## src/rtl/cam_capture_rgb332.sv

```systemverilog
// OV7670 capture: pairs RGB565 bytes into RGB332 pixels and writes them linearly to the frame buffer.
// Ports: clk/rst (sync high), enable, vsync, href, px_data in; mem_px_addr, mem_px_data, px_wr,
//   frame_done, frame_px_count, overflow out. Define CAM_COLORBAR_EN to add test_pattern (colour bars).
module cam_capture_rgb332 #(
    parameter int AW         = 15,
    parameter int DW         = 8,
    parameter int IMG_PIXELS = 19200
) (
`ifdef CAM_COLORBAR_EN
    input  logic          test_pattern,
`endif
    input  logic          clk,
    input  logic          rst,
    input  logic          enable,
    input  logic          vsync,
    input  logic          href,
    input  logic [7:0]    px_data,
    output logic [AW-1:0] mem_px_addr,
    output logic [DW-1:0] mem_px_data,
    output logic          px_wr,
    output logic          frame_done,
    output logic [AW:0]   frame_px_count,
    output logic          overflow
);

    typedef enum logic [1:0] {IDLE, WAIT_SOF, CAPTURE} state_t;

    localparam logic [AW:0] IMG_CNT = (AW+1)'(IMG_PIXELS);
    localparam logic [AW:0] CNT_MAX = '1;

    state_t      state, state_nx;
    logic        phase;
    logic [5:0]  byte1;
    logic [AW:0] pix_cnt;
    logic        sof, eof, pix_ok, in_range;
    logic [7:0]  pix_val;

`ifdef CAM_COLORBAR_EN
    logic [7:0] x;
    logic [2:0] bar;
    assign bar = x[7:5];
`endif

    always_comb begin
        state_nx = state;
        sof      = 1'b0;
        eof      = 1'b0;
        unique case (state)
            IDLE:     if (enable && vsync) state_nx = WAIT_SOF;
            WAIT_SOF: if (!vsync) begin
                state_nx = CAPTURE;
                sof      = 1'b1;
            end
            CAPTURE:  if (vsync) begin
                eof      = 1'b1;
                state_nx = enable ? WAIT_SOF : IDLE;
            end
            default:  state_nx = IDLE;
        endcase
    end

    // vsync has priority: a byte arriving with vsync high is dropped
    assign pix_ok   = (state == CAPTURE) && !vsync && href && phase;
    assign in_range = pix_cnt < IMG_CNT;

    always_comb begin
        pix_val = {byte1, px_data[4:3]};
`ifdef CAM_COLORBAR_EN
        if (test_pattern)
            pix_val = {bar[2], bar[2], bar[2], bar[1], bar[1], bar[1], bar[0], bar[0]};
`endif
    end

    always_ff @(posedge clk) begin
        if (rst) state <= IDLE;
        else     state <= state_nx;
    end

    always_ff @(posedge clk) begin
        if (rst) begin
            phase          <= 1'b0;
            byte1          <= '0;
            pix_cnt        <= '0;
            mem_px_addr    <= '0;
            mem_px_data    <= '0;
            px_wr          <= 1'b0;
            frame_done     <= 1'b0;
            frame_px_count <= '0;
            overflow       <= 1'b0;
        end else begin
            px_wr      <= 1'b0;
            frame_done <= 1'b0;
            if (sof) begin
                pix_cnt <= '0;
                phase   <= 1'b0;
            end
            if (state == CAPTURE) begin
                // an odd trailing byte is lost when href drops
                if (vsync || !href) phase <= 1'b0;
                else                phase <= ~phase;
                if (!vsync && href && !phase)
                    byte1 <= {px_data[7:5], px_data[2:0]};
            end
            if (pix_ok) begin
                if (pix_cnt != CNT_MAX) pix_cnt <= pix_cnt + 1'b1;
                // beyond the frame size pixels are only counted
                if (in_range) begin
                    px_wr       <= 1'b1;
                    mem_px_addr <= pix_cnt[AW-1:0];
                    mem_px_data <= DW'(pix_val);
                end else begin
                    overflow <= 1'b1;
                end
            end
            if (eof) begin
                frame_done     <= 1'b1;
                frame_px_count <= pix_cnt;
            end
        end
    end

`ifdef CAM_COLORBAR_EN
    always_ff @(posedge clk) begin
        if (rst)
            x <= '0;
        else if (state != CAPTURE || vsync || !href)
            x <= '0;
        else if (pix_ok)
            x <= x + 8'd1;
    end
`endif

endmodule
```

## config.mk

```make
export PLATFORM = sky130hd
export DESIGN_NAME = cam_capture_rgb332
export DESIGN_NICKNAME = d
export VERILOG_FILES = /design/src/rtl/cam_capture_rgb332.sv
export SDC_FILE = /design/constraint.sdc
export NUM_CORES = 1
export LEC_CHECK = 0
export ABC_AREA = 1
export CAP_MARGIN = 20
export CORE_ASPECT_RATIO = 0.9
export CORE_UTILIZATION = 47
export CTS_CLUSTER_SIZE = 24
export DETAILED_ROUTE_END_ITERATION = 16
export PLACE_DENSITY = 0.71
export SKIP_CTS_REPAIR_TIMING = 1
export SLEW_MARGIN = 20
export SYNTH_ARGS = -nofsm -noshare
export SYNTH_HDL_FRONTEND = slang
export SYNTH_SLANG_ARGS = --single-unit
```

## constraint.sdc

```tcl
create_clock -name clk -period 2 [get_ports clk]
set_input_delay 0.3 -clock clk [delete_from_list [all_inputs] [get_ports clk]]
set_output_delay 0.3 -clock clk [all_outputs]
set_load 0.005 [all_outputs]
```

==> notes.md <==
impl run done, here's what came out: portion of total power attributed to sequential cells about half, drt initial violations 199, mean post-synth cell area between 6 and 7 um2, Post-Syn Nets ~460, Critical Path Source Type flop, final total negative setup slack 0 ps, area occupied by registers 1340 um2, largest area contributor in the netlist sky130_fd_sc_hd__dfxtp_1, number of cells in the yosys synthesis report 449, post-place setup slack ~160 ps, Hold EP frame_px_count[10], flop and latch count out of synthesis ~67, clock insertion delay at the later pin of the skew report about 350 ps, aoi/oai-family share of the synthesized area just under 8%, worst clock skew on the final layout 6.81 ps, Worst R2R Path Depth 8, fraction of layout cells with a size suffix above 1 between 10% and 20%, area used by multi-input combinational logic ~1500 um2, critical path, cell by cell ha_1 -> nand2_2 -> nor2_4 -> nand4_4 -> nand2_4 -> nand2_1 -> nand2_1 -> nor2_2, worst setup path endpoint pix_cnt[13], highest net fanout along the worst path 19, list of most frequent post-synthesis cells 121 x sky130_fd_sc_hd__nand2_1, 90 x sky130_fd_sc_hd__nor2_1, 67 x sky130_fd_sc_hd__dfxtp_1, Fmax achieved ~580 MHz, Leak 1.70 nW, Setup Crit Path Kind flop to flop, met3 layer wire length in the routed design approximately 500 um, data arrival time of the critical path slightly below 2000 ps, vias in the first global route between 2,000 and 3,000, number of maximum-capacitance constraint violations 0, count of multi-input gates around 320, GRT Total Usage a little under a quarter, tally of nets with antenna violations remaining after routing 0, leading post-synthesis cells by cell area sky130_fd_sc_hd__dfxtp_1 43%, sky130_fd_sc_hd__nand2_1 15%, sky130_fd_sc_hd__nor2_1 11%, Most common cell on crit path sky130_fd_sc_hd__nand2_1, cycle use final between 80 and 90%, most instantiated library cell after synthesis sky130_fd_sc_hd__nand2_1, layer with the highest usage after global routing met2, Max Root-Sink Buffers 2, worst-margin pin slew ~560 ps, pin count of the biggest net entering global routing 37, Remaining Overflow, GRT 0, Internal Power between 0.002 and 0.0025 W, Simple-Gate Area Share between 30 and 40%, classification of the worst-slack hold path flop to flop, count of pins on the block boundary ~55, number of warning messages in the yosys log 0, Area-dominant class logic gates, met3 Track Usage GR about 6.5%, post-layout net count roughly 520, net switching fraction of the power 21.7%, biggest regs frame_px_count: 16 flops, pix_cnt: 16 flops, mem_px_addr: 15 flops, fraction of standard cell area in multi-input logic a little under two fifths, placed cell areas approximately 3700 um2, detailed-routing wirelength on met1 3670 um, clock network fraction of design power a little under 50%, Well-Tap Cells between 80 and 90, cell area power density approximately 690 nW/um2, number of cells in the finished layout apart from fillers about 600, wire length of the first global-routing pass ~12,000 um, power drawn by the clock network roughly 0.0013 W, count of antenna diodes in the layout 0, number of failing hold endpoints at the final stage 0, Crit path max-delay family simple AND/OR/NAND/NOR gates, FFs w/ async S/R, synth 0%, relative area of clock buffers and inverters in the final design ~6%, placer congestion estimate between 0.8 and 0.9, worst reg2reg path startpoint pix_cnt[0], number of stages on the worst hold path 2, power dissipated in combinational cells just under 0.00008 W, final tally of max-slew violations 0, worst setup margin approximately 260 ps, routed via count divided by cell count slightly below 5, headroom to the max-slew limit a little over three fifths, main logic family after synthesis simple AND/OR/NAND/NOR gates, total power around 0.0027 W, Hold Startpoint frame_px_count[10], Levels on crit path 8, area of the mapped netlist 3100 um2, worst hold slack across all endpoints about 470 ps, outcome finished clean, drt pass-1 iters 4, number of endpoints failing setup at the final stage 0, CTS tree built, Layout non-clock buf frac around 17%, CLK BUF 11, register share after synthesis 43.3%, number of buffers created by CTS 9, instance count of the mapped netlist 449, R2R Path End pix_cnt[13], estimated wirelength of the detail-placed design 5200 um, register-to-register setup slack around 260 ps, beginning of the critical path pix_cnt[0], CP peak stage delay ~410 ps, portion of total power attributed to combinational logic approximately 2.8%, highest metal layer with signal wires met4, Unique masters post-synth 30, met1 GRT Util between 30% and 40%, sum of met2 wire segment lengths after detailed routing 3150 um, number of flip-flops and latches about 67, EDFF count, synth 0, number of sinks on the clock net approximately 67, post-synthesis share of cell area spent on xor and xnor gates 0%, # port buffers between 50 and 60, unrepaired setup endpoints after global routing no, antenna violations before repair 0, Dominant cell area share about 43%, Sequential Power 0.00134 W, cell at the root of the clock tree sky130_fd_sc_hd__clkbuf_8, endpoint kind of the worst setup timing path flop, CTS H-tree depth 3, number of inserted filler cells in the final layout about 580, buffers and inverters on the worst path 0, commonest cells after routing, fill and taps aside 121 x sky130_fd_sc_hd__nand2_1, 90 x sky130_fd_sc_hd__nor2_1, 67 x sky130_fd_sc_hd__dfxtp_1, most numerous logic cell after layout sky130_fd_sc_hd__nand2_1, routed len/inst roughly 12 um, area of the placeable core ~6200 um2, fraction of the core area occupied by cells at floorplan 49.6%, number of design rule violations left after detail routing 0, Tmin final between 1500 and 2000 ps, number of signal-net buffers in the layout about 69, switching pwr ~0.00059 W, most used flip-flop cell sky130_fd_sc_hd__dfxtp_1, area added between synthesis and finish 28.4%
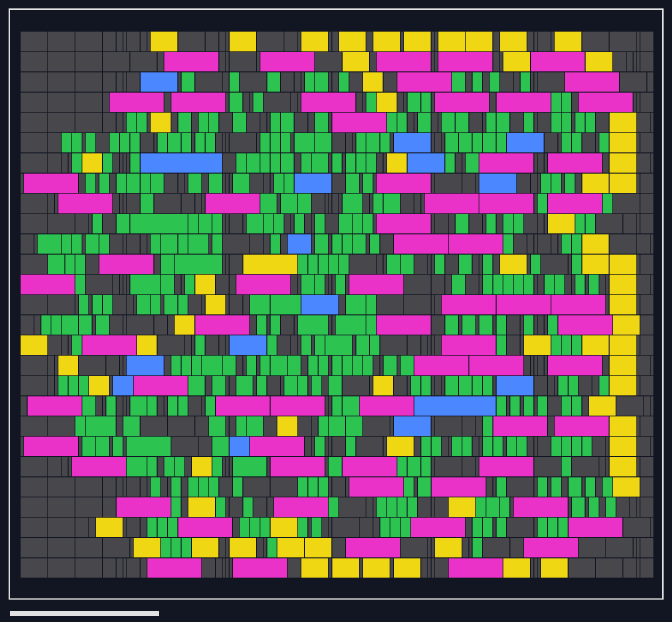
(cells coloured by class)
Bar = 20 um. Fill, decap, tap and diode cells in grey.
| colour | class | cells |
|---|---|---|
| magenta | flops | 67 |
| yellow | other buffers and delay cells | 69 |
| green | combinational and other logic | 363 |
| blue | clock drivers and dummy loads | 16 |
Post-Layout Inst Area: 3980 um2
flop share of the area: 33.7%
core occupancy in the finished layout: 63.7%
count of standard-cell rows: 27

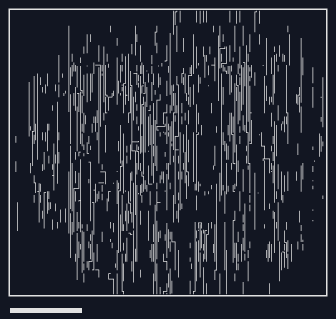
(signal wires on met2)
Bar = 20 um.
longest straight run: 33.7 um
nets with wire on the layer: 395
wire length on this layer: 3,150 um
global routing met2 resource utilization: 35.2%
Post-Route WL: 7430 um
via count: 2,931

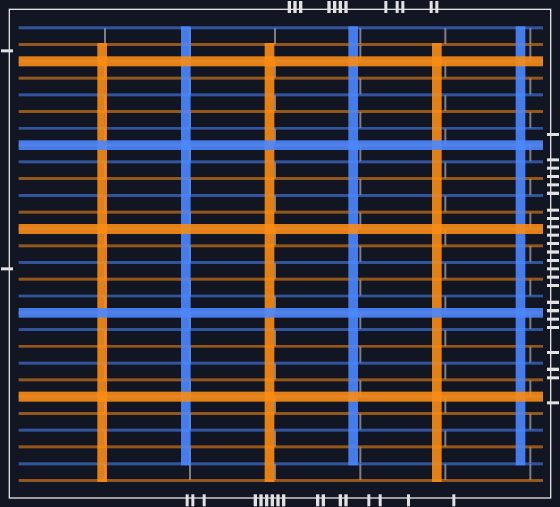
(floorplan with the power grid)
Pins as bars on the die edge. Tap cells in grey.
| colour | net |
|---|---|
| blue | VDD |
| orange | VSS |
tap cells: 87
met1 rails: 28
peak supply drop: 0.437 mV
die outline height: 79.0 um
Horiz. Die Dim: 87.6 um

Power figures rest on the tool's default switching activity, not on a simulated workload.
